===== src/rtl/stepper_seq_gen_if.sv =====
// Move-command bus of stepper_seq_gen: valid/ready handshake carrying
// target channel, direction and step count.
interface stepper_seq_gen_if #(
  parameter int N_CH    = 2,
  parameter int STEPS_W = 16
);
  localparam int CH_W = (N_CH > 1) ? $clog2(N_CH) : 1;

  logic               cmd_valid;
  logic               cmd_ready;
  logic [CH_W-1:0]    cmd_ch;
  logic               cmd_dir;
  logic [STEPS_W-1:0] cmd_steps;

  modport master (
    output cmd_valid, cmd_ch, cmd_dir, cmd_steps,
    input  cmd_ready
  );

  modport slave (
    input  cmd_valid, cmd_ch, cmd_dir, cmd_steps,
    output cmd_ready
  );
endinterface


===== src/rtl/stepper_seq_gen.sv =====
// stepper_seq_gen: multi-channel stepper-motor sequence generator.
// A shared step timer paces all channels; each channel runs wave, half-step
// or two-phase sequences over an 8-entry phase table and drives the bridge
// pins through registers. A shared 4-bit counter produces vref PWM.
// Optional feature: define STEPPER_HOLD_EN to keep idle channels energised
// on their last coil pattern (holding torque).
module stepper_seq_gen #(
  parameter int N_CH     = 2,
  parameter int PERIOD_W = 24,
  parameter int STEPS_W  = 16
) (
  input  logic                clk,
  input  logic                rst_n,
  stepper_seq_gen_if.slave    cmd,
  input  logic [PERIOD_W-1:0] period_i,
  input  logic [2*N_CH-1:0]   mode_i,
  input  logic [4*N_CH-1:0]   vref_level_i,
  input  logic                stop_i,
  output logic [N_CH-1:0]     busy_o,
  output logic [N_CH-1:0]     done_o,
  output logic [N_CH-1:0]     ina1_o,
  output logic [N_CH-1:0]     ina2_o,
  output logic [N_CH-1:0]     inb1_o,
  output logic [N_CH-1:0]     inb2_o,
  output logic [N_CH-1:0]     stby_o,
  output logic [N_CH-1:0]     vref_pwm_o
);

`ifdef STEPPER_HOLD_EN
  localparam logic HOLD_EN = 1'b1;
`else
  localparam logic HOLD_EN = 1'b0;
`endif

  // Phase table: {ina1, ina2, inb1, inb2} for each phase index.
  function automatic logic [3:0] phase_pins(input logic [2:0] idx);
    logic [3:0] p;
    case (idx)
      3'd0:    p = 4'b1000; // A+
      3'd1:    p = 4'b1010; // A+ B+
      3'd2:    p = 4'b0010; // B+
      3'd3:    p = 4'b0110; // A- B+
      3'd4:    p = 4'b0100; // A-
      3'd5:    p = 4'b0101; // A- B-
      3'd6:    p = 4'b0001; // B-
      3'd7:    p = 4'b1001; // A+ B-
      default: p = 4'b0000;
    endcase
    return p;
  endfunction

  // Index after one step; 3-bit arithmetic gives the modulo-8 wrap for free.
  function automatic logic [2:0] next_idx(input logic [2:0] idx,
                                          input logic [1:0] md,
                                          input logic       dir);
    logic [2:0] n;
    case (md)
      2'd0: begin
        n    = dir ? (idx + 3'd2) : (idx - 3'd2);
        n[0] = 1'b0;
      end
      2'd1: n = dir ? (idx + 3'd1) : (idx - 3'd1);
      2'd2: begin
        n    = dir ? (idx + 3'd2) : (idx - 3'd2);
        n[0] = 1'b1;
      end
      default: n = idx; // coils off: index frozen, steps still counted
    endcase
    return n;
  endfunction

  logic [PERIOD_W-1:0] tmr_q, tmr_d;
  logic                tick_s;
  logic [3:0]          pwm_cnt_q, pwm_cnt_d;

  logic [N_CH-1:0]     busy_q, busy_d, dir_q, dir_d, done_q, done_d, fin_s;
  logic [2:0]          idx_q   [N_CH];
  logic [2:0]          idx_d   [N_CH];
  logic [STEPS_W-1:0]  steps_q [N_CH];
  logic [STEPS_W-1:0]  steps_d [N_CH];
  logic [3:0]          pat_s   [N_CH];

  logic [N_CH-1:0]     ina1_q, ina2_q, inb1_q, inb2_q, stby_q, pwm_q;
  logic [N_CH-1:0]     ina1_d, ina2_d, inb1_d, inb2_d, stby_d, pwm_d;

  logic [31:0]         ch_ext_s;
  logic                ch_ok_s, sel_busy_s, accept_s;

  // Down-counting step timer; the period is sampled only at reload.
  always_comb begin
    tick_s    = (tmr_q == {PERIOD_W{1'b0}});
    pwm_cnt_d = pwm_cnt_q + 4'd1;
    if (tick_s) begin
      if (period_i == {PERIOD_W{1'b0}}) begin
        tmr_d = {PERIOD_W{1'b0}};
      end else begin
        tmr_d = period_i - PERIOD_W'(1);
      end
    end else begin
      tmr_d = tmr_q - PERIOD_W'(1);
    end
  end

  // Command readiness: target channel exists, is idle, and no stop pending.
  always_comb begin
    ch_ext_s   = 32'(cmd.cmd_ch);
    ch_ok_s    = (ch_ext_s < 32'(N_CH));
    sel_busy_s = 1'b0;
    for (int c = 0; c < N_CH; c++) begin
      if (ch_ext_s == 32'(c)) begin
        sel_busy_s = busy_q[c];
      end else begin
        sel_busy_s = sel_busy_s;
      end
    end
    accept_s = cmd.cmd_valid && cmd.cmd_ready;
  end

  assign cmd.cmd_ready = ch_ok_s && !sel_busy_s && !stop_i;

  // Per-channel move control: stop, stepping on tick, command accept.
  always_comb begin
    busy_d  = busy_q;
    dir_d   = dir_q;
    done_d  = {N_CH{1'b0}};
    fin_s   = {N_CH{1'b0}};
    idx_d   = idx_q;
    steps_d = steps_q;
    for (int c = 0; c < N_CH; c++) begin
      if (stop_i) begin
        busy_d[c] = 1'b0;
      end else if (busy_q[c]) begin
        if (tick_s) begin
          idx_d[c]   = next_idx(idx_q[c], mode_i[2*c +: 2], dir_q[c]);
          steps_d[c] = steps_q[c] - STEPS_W'(1);
          if (steps_q[c] == STEPS_W'(1)) begin
            busy_d[c] = 1'b0;
            done_d[c] = 1'b1;
            fin_s[c]  = 1'b1;
          end else begin
            busy_d[c] = 1'b1;
          end
        end else begin
          busy_d[c] = 1'b1;
        end
      end else if (accept_s && (ch_ext_s == 32'(c))) begin
        if (cmd.cmd_steps != {STEPS_W{1'b0}}) begin
          busy_d[c]  = 1'b1;
          dir_d[c]   = cmd.cmd_dir;
          steps_d[c] = cmd.cmd_steps;
        end else begin
          done_d[c]  = 1'b1;
        end
      end else begin
        busy_d[c] = 1'b0;
      end
    end
  end

  // Pin decode from the next-state index, so coils follow the tick by one
  // edge; the final step stays visible for the cycle its done pulses.
  always_comb begin
    ina1_d = {N_CH{1'b0}};
    ina2_d = {N_CH{1'b0}};
    inb1_d = {N_CH{1'b0}};
    inb2_d = {N_CH{1'b0}};
    stby_d = {N_CH{1'b0}};
    pwm_d  = {N_CH{1'b0}};
    for (int c = 0; c < N_CH; c++) begin
      pat_s[c] = phase_pins(idx_d[c]);
      if ((busy_d[c] || fin_s[c] || HOLD_EN) && (mode_i[2*c +: 2] != 2'd3)) begin
        ina1_d[c] = pat_s[c][3];
        ina2_d[c] = pat_s[c][2];
        inb1_d[c] = pat_s[c][1];
        inb2_d[c] = pat_s[c][0];
        stby_d[c] = 1'b1;
      end else begin
        ina1_d[c] = 1'b0;
        ina2_d[c] = 1'b0;
        inb1_d[c] = 1'b0;
        inb2_d[c] = 1'b0;
        stby_d[c] = 1'b0;
      end
      pwm_d[c] = (pwm_cnt_q < vref_level_i[4*c +: 4]);
    end
  end

  // State and output registers.
  always_ff @(posedge clk or negedge rst_n) begin
    if (!rst_n) begin
      tmr_q     <= {PERIOD_W{1'b0}};
      pwm_cnt_q <= 4'd0;
      busy_q    <= {N_CH{1'b0}};
      dir_q     <= {N_CH{1'b0}};
      done_q    <= {N_CH{1'b0}};
      ina1_q    <= {N_CH{1'b0}};
      ina2_q    <= {N_CH{1'b0}};
      inb1_q    <= {N_CH{1'b0}};
      inb2_q    <= {N_CH{1'b0}};
      stby_q    <= {N_CH{1'b0}};
      pwm_q     <= {N_CH{1'b0}};
      for (int c = 0; c < N_CH; c++) begin
        idx_q[c]   <= 3'd0;
        steps_q[c] <= {STEPS_W{1'b0}};
      end
    end else begin
      tmr_q     <= tmr_d;
      pwm_cnt_q <= pwm_cnt_d;
      busy_q    <= busy_d;
      dir_q     <= dir_d;
      done_q    <= done_d;
      ina1_q    <= ina1_d;
      ina2_q    <= ina2_d;
      inb1_q    <= inb1_d;
      inb2_q    <= inb2_d;
      stby_q    <= stby_d;
      pwm_q     <= pwm_d;
      for (int c = 0; c < N_CH; c++) begin
        idx_q[c]   <= idx_d[c];
        steps_q[c] <= steps_d[c];
      end
    end
  end

  assign busy_o     = busy_q;
  assign done_o     = done_q;
  assign ina1_o     = ina1_q;
  assign ina2_o     = ina2_q;
  assign inb1_o     = inb1_q;
  assign inb2_o     = inb2_q;
  assign stby_o     = stby_q;
  assign vref_pwm_o = pwm_q;

endmodule


===== src/flat_wrapper.sv =====
// flat-port wrapper written by rule: the top's interface ports become plain ports
module stepper_seq_gen_flat 
#(
  parameter int N_CH     = 2,
  parameter int PERIOD_W = 24,
  parameter int STEPS_W  = 16
)
  (clk, rst_n, period_i, mode_i, vref_level_i, stop_i, busy_o, done_o, ina1_o, ina2_o, inb1_o, inb2_o, stby_o, vref_pwm_o, cmd_cmd_valid, cmd_cmd_ch, cmd_cmd_dir, cmd_cmd_steps, cmd_cmd_ready);
  stepper_seq_gen_if #(.N_CH(N_CH), .STEPS_W(STEPS_W)) cmd_i ();
  input  logic clk;
  input  logic rst_n;
  input  logic [PERIOD_W-1:0] period_i;
  input  logic [2*N_CH-1:0] mode_i;
  input  logic [4*N_CH-1:0] vref_level_i;
  input  logic stop_i;
  output logic [N_CH-1:0] busy_o;
  output logic [N_CH-1:0] done_o;
  output logic [N_CH-1:0] ina1_o;
  output logic [N_CH-1:0] ina2_o;
  output logic [N_CH-1:0] inb1_o;
  output logic [N_CH-1:0] inb2_o;
  output logic [N_CH-1:0] stby_o;
  output logic [N_CH-1:0] vref_pwm_o;
  input wire logic [$bits(cmd_i.cmd_valid)-1:0] cmd_cmd_valid;
  input wire logic [$bits(cmd_i.cmd_ch)-1:0] cmd_cmd_ch;
  input wire logic [$bits(cmd_i.cmd_dir)-1:0] cmd_cmd_dir;
  input wire logic [$bits(cmd_i.cmd_steps)-1:0] cmd_cmd_steps;
  output wire logic [$bits(cmd_i.cmd_ready)-1:0] cmd_cmd_ready;
  assign cmd_i.cmd_valid = cmd_cmd_valid;
  assign cmd_i.cmd_ch = cmd_cmd_ch;
  assign cmd_i.cmd_dir = cmd_cmd_dir;
  assign cmd_i.cmd_steps = cmd_cmd_steps;
  assign cmd_cmd_ready = cmd_i.cmd_ready;
  stepper_seq_gen #(.N_CH(N_CH), .PERIOD_W(PERIOD_W), .STEPS_W(STEPS_W)) u_core (.clk(clk), .rst_n(rst_n), .cmd(cmd_i), .period_i(period_i), .mode_i(mode_i), .vref_level_i(vref_level_i), .stop_i(stop_i), .busy_o(busy_o), .done_o(done_o), .ina1_o(ina1_o), .ina2_o(ina2_o), .inb1_o(inb1_o), .inb2_o(inb2_o), .stby_o(stby_o), .vref_pwm_o(vref_pwm_o));
endmodule

===== config.mk =====
export PLATFORM = sky130hd
export DESIGN_NAME = stepper_seq_gen_flat
export DESIGN_NICKNAME = d
export VERILOG_FILES = /design/src/rtl/stepper_seq_gen_if.sv /design/src/rtl/stepper_seq_gen.sv /design/src/flat_wrapper.sv
export SDC_FILE = /design/constraint.sdc
export NUM_CORES = 1
export LEC_CHECK = 0
export ABC_AREA = 1
export ABC_CLOCK_PERIOD_IN_PS = 2840
export CORE_MARGIN = 3
export CORE_UTILIZATION = 45
export CTS_CLUSTER_DIAMETER = 30
export CTS_CLUSTER_SIZE = 12
export DETAILED_ROUTE_END_ITERATION = 12
export PLACE_DENSITY = 0.67
export SYNTH_ARGS = -nofsm -noshare
export SYNTH_HDL_FRONTEND = slang
export SYNTH_SLANG_ARGS = --single-unit
export TNS_END_PERCENT = 30

===== constraint.sdc =====
create_clock -name clk -period 2.84 [get_ports clk]
set_clock_uncertainty 0.2 [all_clocks]
set_input_delay 0.568 -clock clk [delete_from_list [all_inputs] [get_ports clk]]
set_output_delay 0.568 -clock clk [all_outputs]
set_load 0.03 [all_outputs]

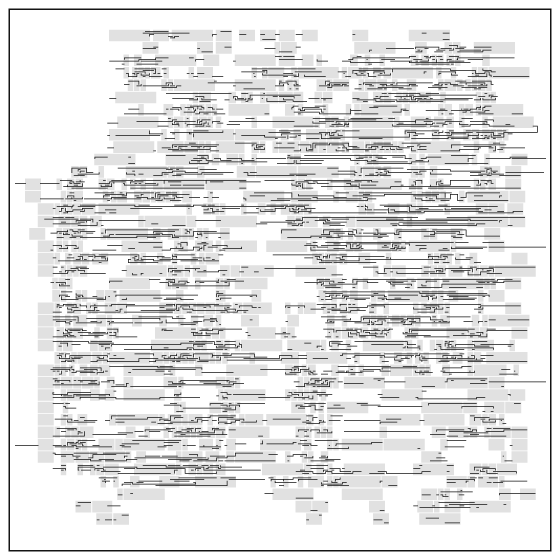
*The metal 1 layer*
longest straight run: 31.0 µm
share of all routed wire: 44%
wire length on this layer: 6350 µm
nets with wire on the layer: 871
post-detailed-routing wire length: 14410 µm
met1 layer usage reported by global route: 0.2775
routed vias: 5421

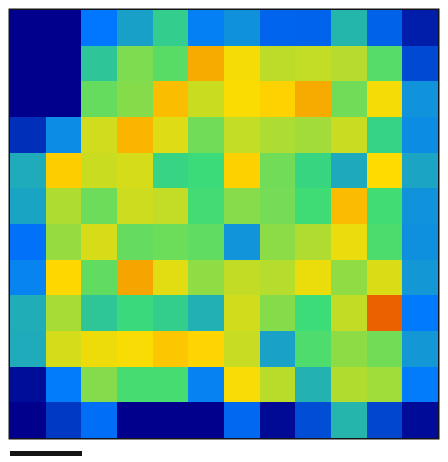
*Cell area per tile*
Scale bar: 20 µm. The die is cut into 12 by 12 equal tiles; dark blue is low, red is high, 0 to 100% covered.
tiles over 75% full: 9.7%
emptiest ninth of the die: north-west
fullest tile: 89%
mean over tiles: 48%
nearly empty tiles: 7.6%
core footprint: 0.01221 mm²
Util after Layout: 0.5701
fp_density: 0.4662

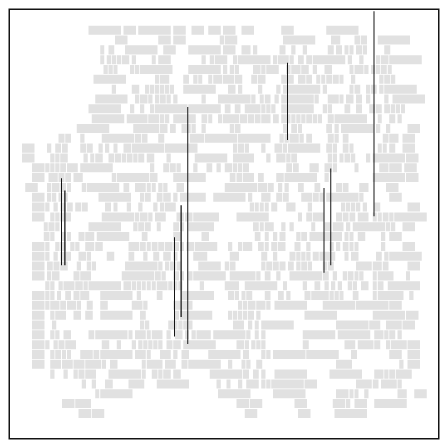
*Signal wires on met4*
share of all routed wire: 2.0%
main direction: vertical

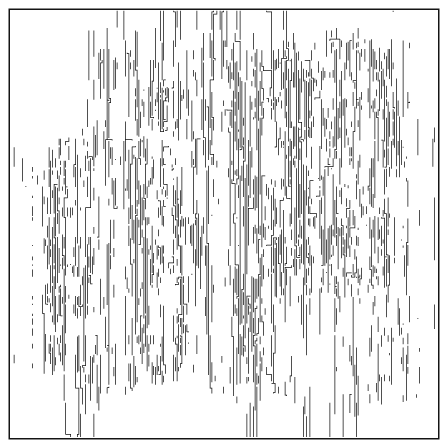
*M2 wires*
nets with wire on the layer: 769
wire length on this layer: 7070 µm
met2 Use GR: 0.3648

==> report_table.html <==
<p>Metrics extracted from the flow reports.</p>
<table>
<tr><th>Metric</th><th>Value</th></tr>
<tr><th colspan="2">Clock network</th></tr>
<tr><td>Buffer cell driving the clock tree root</td><td>sky130_fd_sc_hd__clkbuf_16</td></tr>
<tr><td>Clock network latency to the later pin of the worst-skew pair</td><td>0.34 ns</td></tr>
<tr><td>Clock transition at the registers of the reported paths</td><td>0.06 ns</td></tr>
<tr><td>TritonCTS sink count</td><td>84</td></tr>
<tr><td>CTS Buffer Depth</td><td>2</td></tr>
<tr><td>TritonCTS clock tree</td><td>built</td></tr>
<tr><td>Number of setup buffers added after CTS</td><td>0</td></tr>
<tr><th colspan="2">Worst setup path</th></tr>
<tr><td>Cells along the critical path</td><td>clkdlybuf4s50_1 &gt; nor2_1 &gt; nand3_1 &gt; nor3_1 &gt; nand2_1 &gt; inv_1 &gt; nand2_1 &gt; o21ai_2 &gt; inv_4 &gt; o211ai_1 &gt; o21ai_0</td></tr>
<tr><td>Worst path buffer plus inverter count</td><td>3</td></tr>
<tr><td>CP Max Fanout</td><td>19</td></tr>
<tr><td>Logic depth of the worst setup path including buffers</td><td>11</td></tr>
<tr><td>Delay of the slowest cell on the worst path</td><td>0.47 ns</td></tr>
<tr><td>WS Path Type</td><td>in -&gt; reg</td></tr>
<tr><td>Startpoint of the lowest-slack register-to-register path</td><td>u_core.tmr_q[0]</td></tr>
<tr><td>Type of element capturing the critical path</td><td>flop</td></tr>
<tr><td>Crit path DRT</td><td>2.85 ns</td></tr>
<tr><td>Most common cell type on the critical path</td><td>sky130_fd_sc_hd__nand2_1</td></tr>
<tr><td>Arrival @ worst endpoint</td><td>2.42 ns</td></tr>
<tr><th colspan="2">Logic synthesis</th></tr>
<tr><td>Post-synthesis share of cell area spent on xor and xnor gates</td><td>0.04308</td></tr>
<tr><td>Number of warnings issued by yosys</td><td>0</td></tr>
<tr><td>Cells in synth_stat.txt</td><td>792</td></tr>
<tr><td>Cell types with the largest area share after synthesis</td><td>sky130_fd_sc_hd__dfrtp_1 (37%), sky130_fd_sc_hd__nand2_1 (11%), sky130_fd_sc_hd__inv_1 (6.9%)</td></tr>
<tr><td>Top cell type by instance count after synthesis</td><td>sky130_fd_sc_hd__nand2_1</td></tr>
<tr><td>Post-Syn Area</td><td>0.005693 mm²</td></tr>
<tr><td>Most numerous cell types in the synthesized netlist</td><td>sky130_fd_sc_hd__nand2_1 (161), sky130_fd_sc_hd__inv_1 (105), sky130_fd_sc_hd__nor2_1 (105)</td></tr>
<tr><td>Number of standard cells after synthesis</td><td>792</td></tr>
<tr><td>Post-synth top area cell</td><td>sky130_fd_sc_hd__dfrtp_1</td></tr>
<tr><td>MUX area fraction</td><td>0</td></tr>
<tr><td>Fraction of registers with async set/reset</td><td>1.000</td></tr>
<tr><td>Area fraction in compound gates after synthesis</td><td>0.1545</td></tr>
<tr><td>Distinct lib cells</td><td>46</td></tr>
<tr><td>Basic-gate share of the synthesized area counting and, or, nand and nor cells</td><td>0.3051</td></tr>
<tr><td>Post-synth top area share</td><td>0.3692</td></tr>
<tr><td>Part of the Yosys area used for sequential elements</td><td>0.3692</td></tr>
<tr><td>Post-synthesis adder-cell area fraction</td><td>0.04000</td></tr>
<tr><td>Chip area in the Yosys report</td><td>0.005693 mm²</td></tr>
<tr><td>Top non-seq family</td><td>simple AND/OR/NAND/NOR gates</td></tr>
<tr><td>Nets at Floorplan</td><td>867</td></tr>
<tr><td>Most used flip-flop cell</td><td>sky130_fd_sc_hd__dfrtp_1</td></tr>
<tr><th colspan="2">Route</th></tr>
<tr><td>Highest routed layer</td><td>met4</td></tr>
<tr><td>Number of DRC markers after the initial detailed-route iteration</td><td>324</td></tr>
<tr><td>Routed len/inst</td><td>13.71 µm</td></tr>
<tr><td>Total met3 wirelength after detailed routing</td><td>690 µm</td></tr>
<tr><td>Detailed route wirelength on metal2</td><td>7074 µm</td></tr>
<tr><td>M1 wire length</td><td>6348 µm</td></tr>
<tr><td>Number of nets with antenna violations after routing</td><td>0</td></tr>
<tr><td>DR pass1 iterations</td><td>5</td></tr>
<tr><td>DRC viols</td><td>0</td></tr>
<tr><th colspan="2">Timing</th></tr>
<tr><td>Worst-Margin Slew</td><td>0.6336 ns</td></tr>
<tr><td># setup viols final</td><td>0</td></tr>
<tr><td>Relative slew slack</td><td>0.5717</td></tr>
<tr><td>Count of pins over their slew limit</td><td>0</td></tr>
<tr><td>Hold Fails Final Rpt</td><td>0</td></tr>
<tr><td>Share of the cycle needed by the critical path after routing</td><td>0.8470</td></tr>
<tr><td>Time the worst path needs with I/O delays and setup</td><td>2.406 ns</td></tr>
<tr><th colspan="2">GRT</th></tr>
<tr><td>Overall overflow remaining after global route</td><td>0</td></tr>
<tr><td>Busiest layer in global routing</td><td>met2</td></tr>
<tr><td>Via count of the first global-routing pass</td><td>5328</td></tr>
<tr><td>Global-route wire length before repair</td><td>25050 µm</td></tr>
<tr><td>Initial antenna violation count</td><td>0</td></tr>
<tr><th colspan="2">Layout</th></tr>
<tr><td>Nets@finish</td><td>953</td></tr>
<tr><td>Share of post-route cells with drive strength above 1</td><td>0.08154</td></tr>
<tr><td>Number of antenna repair diodes</td><td>0</td></tr>
<tr><th colspan="2">Power</th></tr>
<tr><td>Leakage</td><td>3.131 nW</td></tr>
<tr><td>Largest voltage drop on the vdd net</td><td>0.0002518 V</td></tr>
<tr><td>P per Cell Area</td><td>463.1 mW/mm²</td></tr>
<tr><th colspan="2">Placed design</th></tr>
<tr><td>Routability cong.</td><td>0.8964</td></tr>
<tr><td># port buffers</td><td>74</td></tr>
<tr><td>Instance area at placement</td><td>0.006680 mm²</td></tr>
<tr><th colspan="2">Floorplan</th></tr>
<tr><td>Top Ports</td><td>75</td></tr>
<tr><td>Die height</td><td>118.5 µm</td></tr>
<tr><td>Overall chip area</td><td>0.01404 mm²</td></tr>
<tr><td>Floorplan die width</td><td>118.5 µm</td></tr>
<tr><td>Rows</td><td>40</td></tr>
<tr><th colspan="2">Worst hold path</th></tr>
<tr><td>Worst Hold Class</td><td>reg -&gt; reg</td></tr>
<tr><th colspan="2">Run status</th></tr>
<tr><td>Result of the run</td><td>finished clean</td></tr>
<tr><th colspan="2">Run</th></tr>
<tr><td>Count of maximum capacitance violations</td><td>0</td></tr>
</table>
-- flip-flops by register name, indices dropped and copies added, names as in the netlist --
name / count
u_core.steps_q: 32
u_core.inb2_o: 2
u_core.ina1_o: 2
u_core.stby_o: 2
u_core.idx_q: 6
u_core.ina2_o: 2
u_core.dir_q: 2
u_core.inb1_o: 2
u_core.tmr_q: 24
u_core.busy_o: 2
u_core.vref_pwm_o: 2
u_core.done_o: 2
u_core.pwm_cnt_q: 4
-- through the flow --
stage / total power [mW] / setup WS [ns] / std cells / hold WS, ns
detailed placement: 2.154 / 0.1257 / 1034 / 0.2983
global route: 3.434 / 0.1632 / 1051 / 0.3374
CTS: 3.247 / 0.4084 / 1051 / 0.3024
floorplan: 1.869 / 0.6301 / 792 / 0.07241
finish: 3.224 / 0.4345 / 1051 / 0.2959
global placement: 2.128 / 0.1752 / 1034 / 0.2807
-- placed cells by master (no fill, tap or decap), types with 4 or more instances in the layout --
cell / Yosys / final
sky130_fd_sc_hd__a21oi_1: 39 / 39
sky130_fd_sc_hd__a31oi_1: 5 / 5
sky130_fd_sc_hd__buf_4: 2 / 14
sky130_fd_sc_hd__clkbuf_16: 0 / 9
sky130_fd_sc_hd__clkdlybuf4s50_1: 0 / 72
sky130_fd_sc_hd__dfrtp_1: 84 / 84
sky130_fd_sc_hd__ha_1: 15 / 15
sky130_fd_sc_hd__inv_1: 105 / 105
sky130_fd_sc_hd__inv_2: 4 / 4
sky130_fd_sc_hd__nand2_1: 161 / 161
sky130_fd_sc_hd__nand2_2: 10 / 10
sky130_fd_sc_hd__nand3_1: 50 / 50
sky130_fd_sc_hd__nand3b_1: 5 / 5
sky130_fd_sc_hd__nand4_1: 9 / 9
sky130_fd_sc_hd__nor2_1: 105 / 105
sky130_fd_sc_hd__nor2_2: 9 / 9
sky130_fd_sc_hd__nor3_1: 9 / 9
sky130_fd_sc_hd__nor4_1: 5 / 5
sky130_fd_sc_hd__o211ai_1: 5 / 5
sky130_fd_sc_hd__o21ai_0: 72 / 72
sky130_fd_sc_hd__o21ai_1: 7 / 7
sky130_fd_sc_hd__o22ai_1: 16 / 16
sky130_fd_sc_hd__xnor2_1: 10 / 10
sky130_fd_sc_hd__xor2_1: 18 / 18
-- power by group --
group	total, mW	switching, mW	internal (mW)
Sequential	1.43	0.109	1.32
Combinational	0.713	0.428	0.284
Clock	1.08	0.466	0.614
-- what timing repair did --
item	in CTS	in global routing
hold buffers	1	0
gates resized	0	0
hold endpoints to repair	3	0
-- cell type report --
type	instances	area, µm²
tap	168	210.2
fill	1214	5250
timing repair buffer	88	855.8
multi-input combinational	581	3089
sequential	84	2102
inverter	114	432.9
clock inverter	4	25.02
clock buffer	12	246.5
-- path summary, 6_finish.rpt --
check                                      endpoint  slack [ns]
worst min-delay path            u_core.pwm_cnt_q[0]        0.30
max in group asynchronous          u_core.done_o[1]        1.26
worst max register to register    u_core.steps_q[7]        0.44
worst max-delay path             u_core.steps_q[17]        0.43
worst min register to register  u_core.pwm_cnt_q[0]        0.30
min in group asynchronous       u_core.pwm_cnt_q[3]        0.54
Power is estimated from default activity; no workload was simulated.
